<file path="src/rtl/core_dispatcher_pkg.sv">
// rtl/core_dispatcher_pkg.sv - shared message field layout and FSM state type for core_dispatcher
package core_dispatcher_pkg;

   // Message layout: time in the low bits, LP id above it, history size at the top.
   localparam int TIME_LSB      = 0;
   localparam int NB_LPID       = 8;
   localparam int NB_HIST_DEPTH = 4;

   typedef enum logic {
      ST_ARB   = 1'b0,
      ST_ISSUE = 1'b1
   } disp_state_e;

   function automatic int lpid_lsb(input int time_wid);
      return TIME_LSB + time_wid;
   endfunction

   function automatic int hist_msb(input int msg_wid);
      return msg_wid - 1;
   endfunction

endpackage

</file>
<file path="src/rtl/core_dispatcher_rr_arbiter.sv">
// rtl/core_dispatcher_rr_arbiter.sv - round-robin arbiter; pointer moves past the winner on advance
module rr_arbiter #(
   parameter int N = 4
) (
   input  logic         clk,
   input  logic         reset,
   input  logic [N-1:0] req_i,
   input  logic         adv_i,
   output logic [N-1:0] gnt_o
);

   localparam int W = (N > 1) ? $clog2(N) : 1;

   logic [W-1:0] ptr_q, ptr_d;
   logic [W-1:0] idx;
   logic [W-1:0] win;
   logic         found;

   // Scan from the pointer upward, wrapping; N is a power of two so W-bit overflow wraps.
   always_comb begin
      gnt_o = '0;
      found = 1'b0;
      win   = ptr_q;
      idx   = ptr_q;
      for (int k = 0; k < N; k++) begin
         idx = ptr_q + W'(k);
         if (!found && req_i[idx]) begin
            found = 1'b1;
            win   = idx;
         end
      end
      if (found) begin
         gnt_o[win] = 1'b1;
      end
   end

   always_comb begin
      ptr_d = ptr_q;
      if (adv_i && found) begin
         ptr_d = win + W'(1);
      end
   end

   always_ff @(posedge clk) begin
      if (reset) begin
         ptr_q <= '0;
      end else begin
         ptr_q <= ptr_d;
      end
   end

endmodule

</file>
<file path="src/rtl/core_dispatcher.sv">
// rtl/core_dispatcher.sv - owns the monitor bus; dispatches queue events to idle cores and arbitrates core returns
module core_dispatcher
   import core_dispatcher_pkg::*;
#(
   parameter int NUM_CORE  = 4,
   parameter int NB_COREID = $clog2(NUM_CORE),
   parameter int TIME_WID  = 16,
   parameter int MSG_WID   = 32
) (
   input  logic                      clk,
   input  logic                      reset,
   input  logic                      q_vld,
   input  logic [MSG_WID-1:0]        q_msg,
   output logic                      q_deq,
   input  logic                      enq_rdy,
   output logic                      enq_vld,
   output logic [MSG_WID-1:0]        enq_msg,
   input  logic [NUM_CORE-1:0]       core_req,
   input  logic [NUM_CORE-1:0]       core_last,
   input  logic [NUM_CORE*MSG_WID-1:0] core_msg,
   output logic [NUM_CORE-1:0]       core_gnt,
   output logic [NUM_CORE-1:0]       core_evt_vld,
   output logic [MSG_WID-1:0]        core_evt_msg,
   output logic [MSG_WID-1:0]        mon_msg,
   output logic                      mon_sent_vld,
   output logic                      mon_rcv_vld,
   output logic [NB_COREID-1:0]      mon_core_id,
   output logic [NUM_CORE-1:0]       core_active
);

   if ((NUM_CORE < 2) || ((NUM_CORE & (NUM_CORE - 1)) != 0) ||
       (TIME_WID + NB_LPID + NB_HIST_DEPTH > MSG_WID)) begin : g_param_err
      $error("core_dispatcher: unsupported parameter set");
   end

   disp_state_e           state_q, state_d;
   logic                  last_ret_q, last_ret_d;
   logic [NUM_CORE-1:0]   active_q, active_d;
   logic                  q_deq_q, q_deq_d;
   logic                  enq_vld_q, enq_vld_d;
   logic [MSG_WID-1:0]    enq_msg_q, enq_msg_d;
   logic [NUM_CORE-1:0]   gnt_q, gnt_d;
   logic [NUM_CORE-1:0]   evt_vld_q, evt_vld_d;
   logic [MSG_WID-1:0]    evt_msg_q, evt_msg_d;
   logic [MSG_WID-1:0]    mon_msg_q, mon_msg_d;
   logic                  sent_q, sent_d;
   logic                  rcv_q, rcv_d;
   logic [NB_COREID-1:0]  id_q, id_d;

   logic [NUM_CORE-1:0]   ret_elig;
   logic [NUM_CORE-1:0]   rr_gnt;
   logic                  ret_any;
   logic                  disp_elig;
   logic                  pick_ret;
   logic [NB_COREID-1:0]  disp_idx;
   logic [NB_COREID-1:0]  ret_idx;
   logic [MSG_WID-1:0]    ret_msg;

   // A non-final return needs queue space; a completion never does.
   assign ret_elig  = core_req & active_q & (core_last | {NUM_CORE{enq_rdy}});
   assign ret_any   = |ret_elig;
   assign disp_elig = q_vld & ~(&active_q);

   rr_arbiter #(
      .N (NUM_CORE)
   ) u_rr (
      .clk   (clk),
      .reset (reset),
      .req_i (ret_elig),
      .adv_i (pick_ret),
      .gnt_o (rr_gnt)
   );

   always_comb begin
      disp_idx = '0;
      for (int i = NUM_CORE - 1; i >= 0; i--) begin
         if (!active_q[i]) begin
            disp_idx = NB_COREID'(i);
         end
      end
      ret_idx = '0;
      for (int i = 0; i < NUM_CORE; i++) begin
         if (rr_gnt[i]) begin
            ret_idx = NB_COREID'(i);
         end
      end
   end

   assign ret_msg = core_msg[ret_idx*MSG_WID +: MSG_WID];

   always_comb begin
      state_d    = state_q;
      last_ret_d = last_ret_q;
      active_d   = active_q;
      q_deq_d    = 1'b0;
      enq_vld_d  = 1'b0;
      gnt_d      = '0;
      evt_vld_d  = '0;
      sent_d     = 1'b0;
      rcv_d      = 1'b0;
      enq_msg_d  = enq_msg_q;
      evt_msg_d  = evt_msg_q;
      mon_msg_d  = mon_msg_q;
      id_d       = id_q;
      pick_ret   = 1'b0;
      case (state_q)
         ST_ARB: begin
            // Alternate kinds when both are pending so neither side starves.
            if (disp_elig && (!ret_any || last_ret_q)) begin
               state_d             = ST_ISSUE;
               last_ret_d          = 1'b0;
               active_d[disp_idx]  = 1'b1;
               q_deq_d             = 1'b1;
               sent_d              = 1'b1;
               evt_vld_d[disp_idx] = 1'b1;
               mon_msg_d           = q_msg;
               evt_msg_d           = q_msg;
               id_d                = disp_idx;
            end else if (ret_any) begin
               pick_ret   = 1'b1;
               state_d    = ST_ISSUE;
               last_ret_d = 1'b1;
               gnt_d      = rr_gnt;
               id_d       = ret_idx;
               if (core_last[ret_idx]) begin
                  rcv_d             = 1'b1;
                  mon_msg_d         = ret_msg;
                  active_d[ret_idx] = 1'b0;
               end else begin
                  enq_vld_d = 1'b1;
                  enq_msg_d = ret_msg;
               end
            end
         end
         default: begin
            state_d = ST_ARB;
         end
      endcase
   end

   always_ff @(posedge clk) begin
      if (reset) begin
         state_q    <= ST_ARB;
         last_ret_q <= 1'b0;
         active_q   <= '0;
         q_deq_q    <= 1'b0;
         enq_vld_q  <= 1'b0;
         enq_msg_q  <= '0;
         gnt_q      <= '0;
         evt_vld_q  <= '0;
         evt_msg_q  <= '0;
         mon_msg_q  <= '0;
         sent_q     <= 1'b0;
         rcv_q      <= 1'b0;
         id_q       <= '0;
      end else begin
         state_q    <= state_d;
         last_ret_q <= last_ret_d;
         active_q   <= active_d;
         q_deq_q    <= q_deq_d;
         enq_vld_q  <= enq_vld_d;
         enq_msg_q  <= enq_msg_d;
         gnt_q      <= gnt_d;
         evt_vld_q  <= evt_vld_d;
         evt_msg_q  <= evt_msg_d;
         mon_msg_q  <= mon_msg_d;
         sent_q     <= sent_d;
         rcv_q      <= rcv_d;
         id_q       <= id_d;
      end
   end

   assign q_deq        = q_deq_q;
   assign enq_vld      = enq_vld_q;
   assign enq_msg      = enq_msg_q;
   assign core_gnt     = gnt_q;
   assign core_evt_vld = evt_vld_q;
   assign core_evt_msg = evt_msg_q;
   assign mon_msg      = mon_msg_q;
   assign mon_sent_vld = sent_q;
   assign mon_rcv_vld  = rcv_q;
   assign mon_core_id  = id_q;
   assign core_active  = active_q;

endmodule

</file>
<file path="config.mk">
export PLATFORM = sky130hd
export DESIGN_NAME = core_dispatcher
export DESIGN_NICKNAME = d
export VERILOG_FILES = /design/src/rtl/core_dispatcher_pkg.sv /design/src/rtl/core_dispatcher_rr_arbiter.sv /design/src/rtl/core_dispatcher.sv
export SDC_FILE = /design/constraint.sdc
export NUM_CORES = 1
export LEC_CHECK = 0
export CAP_MARGIN = 10
export CORE_MARGIN = 8
export CORE_UTILIZATION = 45
export CTS_BUF_LIST = sky130_fd_sc_hd__clkbuf_2 sky130_fd_sc_hd__clkbuf_4 sky130_fd_sc_hd__clkbuf_8
export DETAILED_ROUTE_END_ITERATION = 10
export PLACE_DENSITY = 0.88
export SETUP_SLACK_MARGIN = 0.5
export SLEW_MARGIN = 10
export SYNTH_ARGS = -nofsm -noshare
export SYNTH_HDL_FRONTEND = slang
export SYNTH_SLANG_ARGS = --single-unit
export TNS_END_PERCENT = 100
</file>
<file path="constraint.sdc">
create_clock -name clk -period 5.85 [get_ports clk]
set_input_delay 0.8775 -clock clk [delete_from_list [all_inputs] [get_ports clk]]
set_output_delay 0.8775 -clock clk [all_outputs]
set_load 0.02 [all_outputs]
</file>
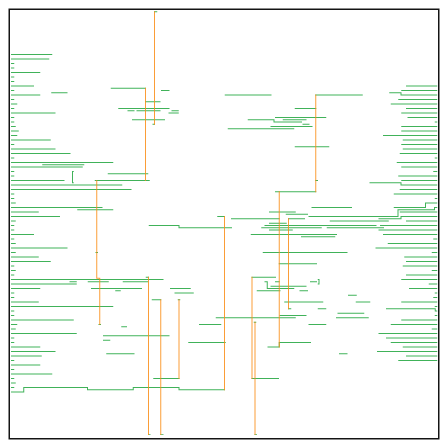
Figure 1: run 1, signal wires by layer.
Only two layers are drawn.
| layer | colour | wire length |
|---|---|---|
| met3 | green | 2,020 um |
| met4 | orange | 439 um |

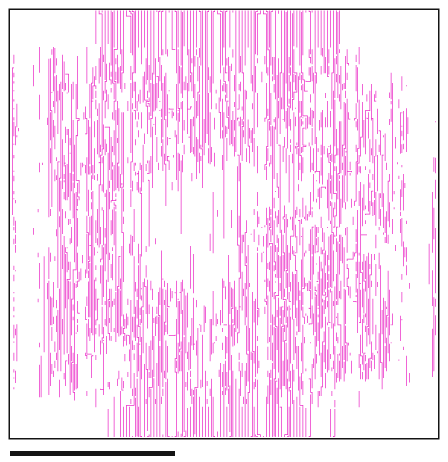
Figure 2: run 1, M2 wires.
The bar under the picture is 50 um long.
main direction: vertical
wire length on this layer: 11,700 um
vias post-DR: 6,166
WL final: 22,900 um
grt met2 use: 47.0%

==> flow_summary_export.csv, run 1 <==
group,metric,value,unit
routing,routed_via_density,5.81,
placement,hpwl,16300,um
floorplanning,die_h,129,um
cells_and_area,seq_share,25.6,%
yosys,ys_sh_aoi,25.0,%
yosys,ys_sh_xor,0,%
sta,fmax,213,MHz
clock_network,cts_tree,"yes",
cells_and_area,stdcell_area,9160,um2
sta,min_period_over_period,80.3,%
placement,place_area,8680,um2
worst_setup_path,critPathMaxFanout,32,
yosys,yosys.area_share.simple,10.9,%
global_routing,grt_pass1_vias,6264,
cells_and_area,logic_gates,444,
global_routing,grt_pass1_wl,34500,um
clock_network,clockBufferDepth,2,
cells_and_area,nets,1054,
routing,drc_errors,0,
worst_setup_path,critical_path_arrival,5.06,ns
clock_network,post_cts_buffers,0,
cells_and_area,ff_count,117,
sta,worstMarginPinSlew,1.20,ns
global_routing,gr-usage-all-layers,26.5,%
clock_network,numCtsBuffers,17,
routing,dr.max_layer_used,"met4",
placement,port_buffers,285,
placement,place_ws,0.795,ns
clock_network,cts_root_buf,"clkbuf_8",
sta,finalWorstPathRequiredPeriod,4.70,ns
run_status,status,"completed",
yosys,yosys_warnings,0,
sta,setup_viol,0,
worst_hold_path,holdPathStages,1,
power_and_ir_drop,p_leak,3.13,nW
yosys,synth_nets,804,
job,warning_count,29,
worst_setup_path,crit_start,"enq_rdy",
cells_and_area,n_antenna_cell,0,
sta,fin_skew,0.00818,ns
yosys,syn_area_per_cell,9.21,um2
sta,finalHoldViolCount,0,
sta,setup_slack,1.15,ns
cells_and_area,num-nonclk-buffers,293,
clock_network,clkLatencyLatePin,0.45,ns
placement,place_congestion,0.850,
routing,m1WireLength,8720,um
worst_setup_path,ff2ff_path_depth,12,
yosys,synth.distinct_cells,49,
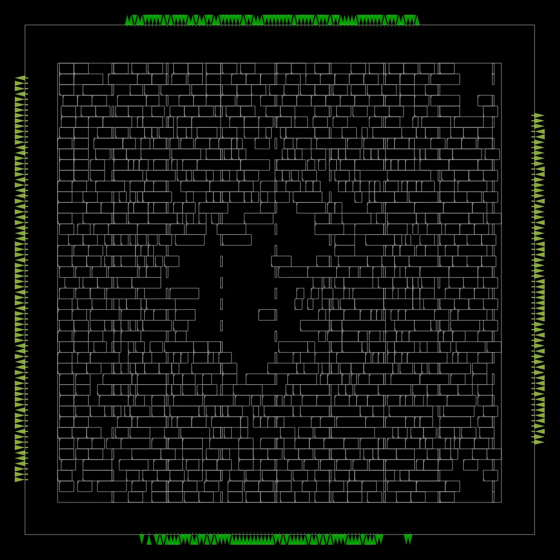
Figure 3: run 1, cell outlines without signal wires.
fill count: 911
final core occ: 72.9%
core area: 12,600 um2

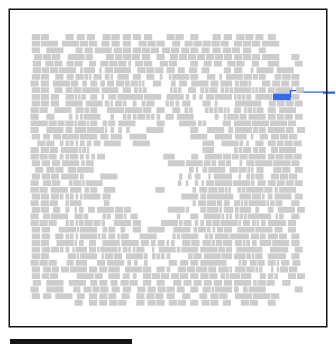
Figure 4: run 1, port wiring.
The bar under the picture is 50 um long.
| port | colour | direction | end cells | wire |
|---|---|---|---|---|
| q_deq | blue | output | 1 | 14.0 um |

-- run 1: power by group --
part / total, mW / switching (mW) / leakage, nW / internal (mW)
sequential: 0.885 / 0.0343 / 0.957 / 0.851
clock: 0.900 / 0.328 / 0.244 / 0.572
combinational: 0.532 / 0.270 / 1.93 / 0.262
total: 2.32 / 0.632 / 3.13 / 1.68
-- run 1: cells in the final DEF (no fill, tap or decap), types with 4 or more instances in the layout --
cell type        count
dfxtp_1            117
o21ai_0             34
and2_1               5
bufinv_16            5
buf_4                8
nor3_1               5
ha_1                 4
inv_1                4
nand2_1             71
clkdlybuf4s50_1    284
mux2i_1             98
o41ai_1             32
a22o_1              32
a31oi_1             32
a21oi_1             40
nor2_4               4
nand3_1             34
o211ai_4             4
nor2_1              12
clkbuf_8            23
## Run 2: what changed since run 1
--- a/config.mk
+++ b/config.mk
@@ -7,10 +7,10 @@
 export LEC_CHECK = 0
 export CAP_MARGIN = 10
 export CORE_MARGIN = 8
-export CORE_UTILIZATION = 45
+export CORE_UTILIZATION = 38
 export CTS_BUF_LIST = sky130_fd_sc_hd__clkbuf_2 sky130_fd_sc_hd__clkbuf_4 sky130_fd_sc_hd__clkbuf_8
 export DETAILED_ROUTE_END_ITERATION = 10
-export PLACE_DENSITY = 0.88
+export PLACE_DENSITY = 0.79
 export SETUP_SLACK_MARGIN = 0.5
 export SLEW_MARGIN = 10
 export SYNTH_ARGS = -nofsm -noshare
==> constraint.sdc (replaced) <==
create_clock -name clk -period 3.85 [get_ports clk]
set_input_delay 0.5775 -clock clk [delete_from_list [all_inputs] [get_ports clk]]
set_output_delay 0.5775 -clock clk [all_outputs]
set_load 0.02 [all_outputs]
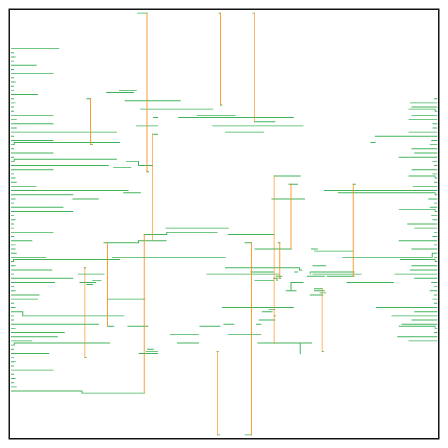
Figure 5: run 2, signal wires by layer.
Only two layers are drawn.
| layer | colour | wire length |
|---|---|---|
| met4 | orange | 502 um |
| met3 | green | 1,860 um |
WL final: 23,600 um
GRT Resource Usage Total: 23.3%
per-cell routed wire length: 20.9 um
vias post-DR: 6,284

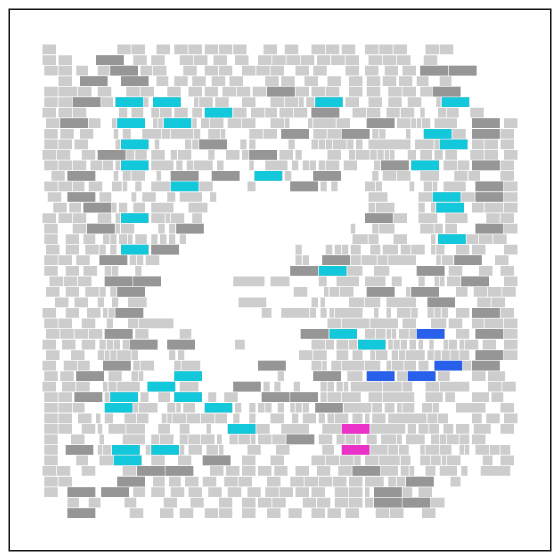
Figure 6: run 2, sequential cells grouped by signal name.
| name in the netlist | colour | sequential cells |
|---|---|---|
| mon_msg | cyan | 32 |
| u_rr.ptr_q | magenta | 2 |
| core_active | blue | 4 |

==> run 2 against run 1 <==
Effect of this change: largest power group is now sequential cells; sequential share of layout area decreased by 1.6 points; combinational power increased by 66%; worst hold slack got worse by 0.0015 ns; global-route usage decreased by 3.2 points.
==> flow_summary_export.csv, run 2 <==
group,metric,value,unit
global_routing,grt_pass1_vias,6387,
sta,worstMarginPinSlew,0.915,ns
job,warning_count,31,
clock_network,clockBufferDepth,2,
power_and_ir_drop,p_leak,3.44,nW
sta,finalHoldViolCount,0,
routing,routed_via_density,5.57,
sta,setup_viol,0,
power_and_ir_drop,p_int,2.31,mW
cells_and_area,n_antenna_cell,0,
power_and_ir_drop,clockPowerShare,32.8,%
floorplanning,core,15000,um2
worst_hold_path,holdPathStages,1,
run_status,status,"completed",
routing,drc_errors,0,
sta,min_period_over_period,85.3,%
routing,dr.max_layer_used,"met4",
clock_network,cts_tree,"yes",
worst_setup_path,crit_start,"core_req[3]",
global_routing,grt_use_met2,40.0,%
cells_and_area,utilization,64.9,%
cells_and_area,nFillCells,1238,
sta,fin_skew,0.00901,ns
yosys,yosys_warnings,0,
worst_setup_path,critPathMaxFanout,12,
sta,finalWorstPathRequiredPeriod,3.28,ns
cells_and_area,final_cell_mix,"281 x clkdlybuf4s50_1, 117 x dfxtp_1, 95 x mux2i_1",
routing,m1WireLength,9620,um
cells_and_area,stdcell_area,9760,um2
placement,port_buffers,285,
floorplanning,die_h,139,um
sta,setup_slack,0.567,ns
placement,hpwl,17100,um
power_and_ir_drop,comb_power_share,26.6,%
yosys,ys_sh_xor,0,%
worst_setup_path,ff2ff_path_depth,14,
sta,fmax,305,MHz
global_routing,grt_pass1_wl,35900,um
cells_and_area,layout_top_cell,"clkdlybuf4s50_1",
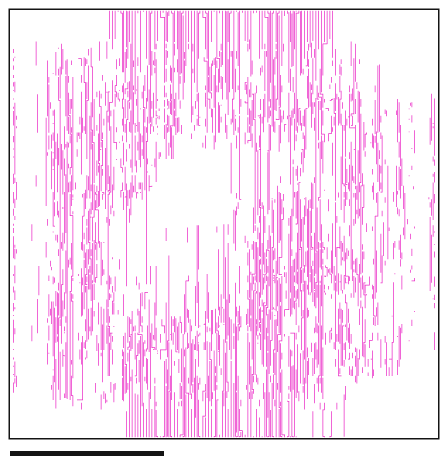
Figure 7: run 2, M2 wires.
The bar under the picture is 50 um long.
wire length on this layer: 11,600 um
share of all routed wire: 49%

-- run 2: what timing repair did --
action                     CTS  global route
pin swaps                    2             5
cloned                       1             1
gates resized                6            27
setup endpoints to repair   67            65
buffers inserted             4             3
-- run 2: worst max-delay path, stage by stage --
cell and delay (ns):
clkdlybuf4s50_1 0.50, o211a_1 0.18, o22a_1 0.17, nor2b_1 0.05, a311o_1 0.36, inv_2 0.10, ha_4 0.14, nor2_1 0.06
a41oi_4 0.25, mux2i_4 0.31, buf_4 0.15, nor3_4 0.05, or3_4 0.42, buf_6 0.16, a31oi_1 0.15
-- run 2: area by class of cell --
cell class,instances,area share [%]
flip-flops and latches,117,24.0
inverters,5,0.192
clock inverters,11,1.05
clock buffers,21,2.90
multi-input cells,445,34.4
well taps,188,2.41
repair buffers,341,35.1
Power and IR drop assume default switching activity.
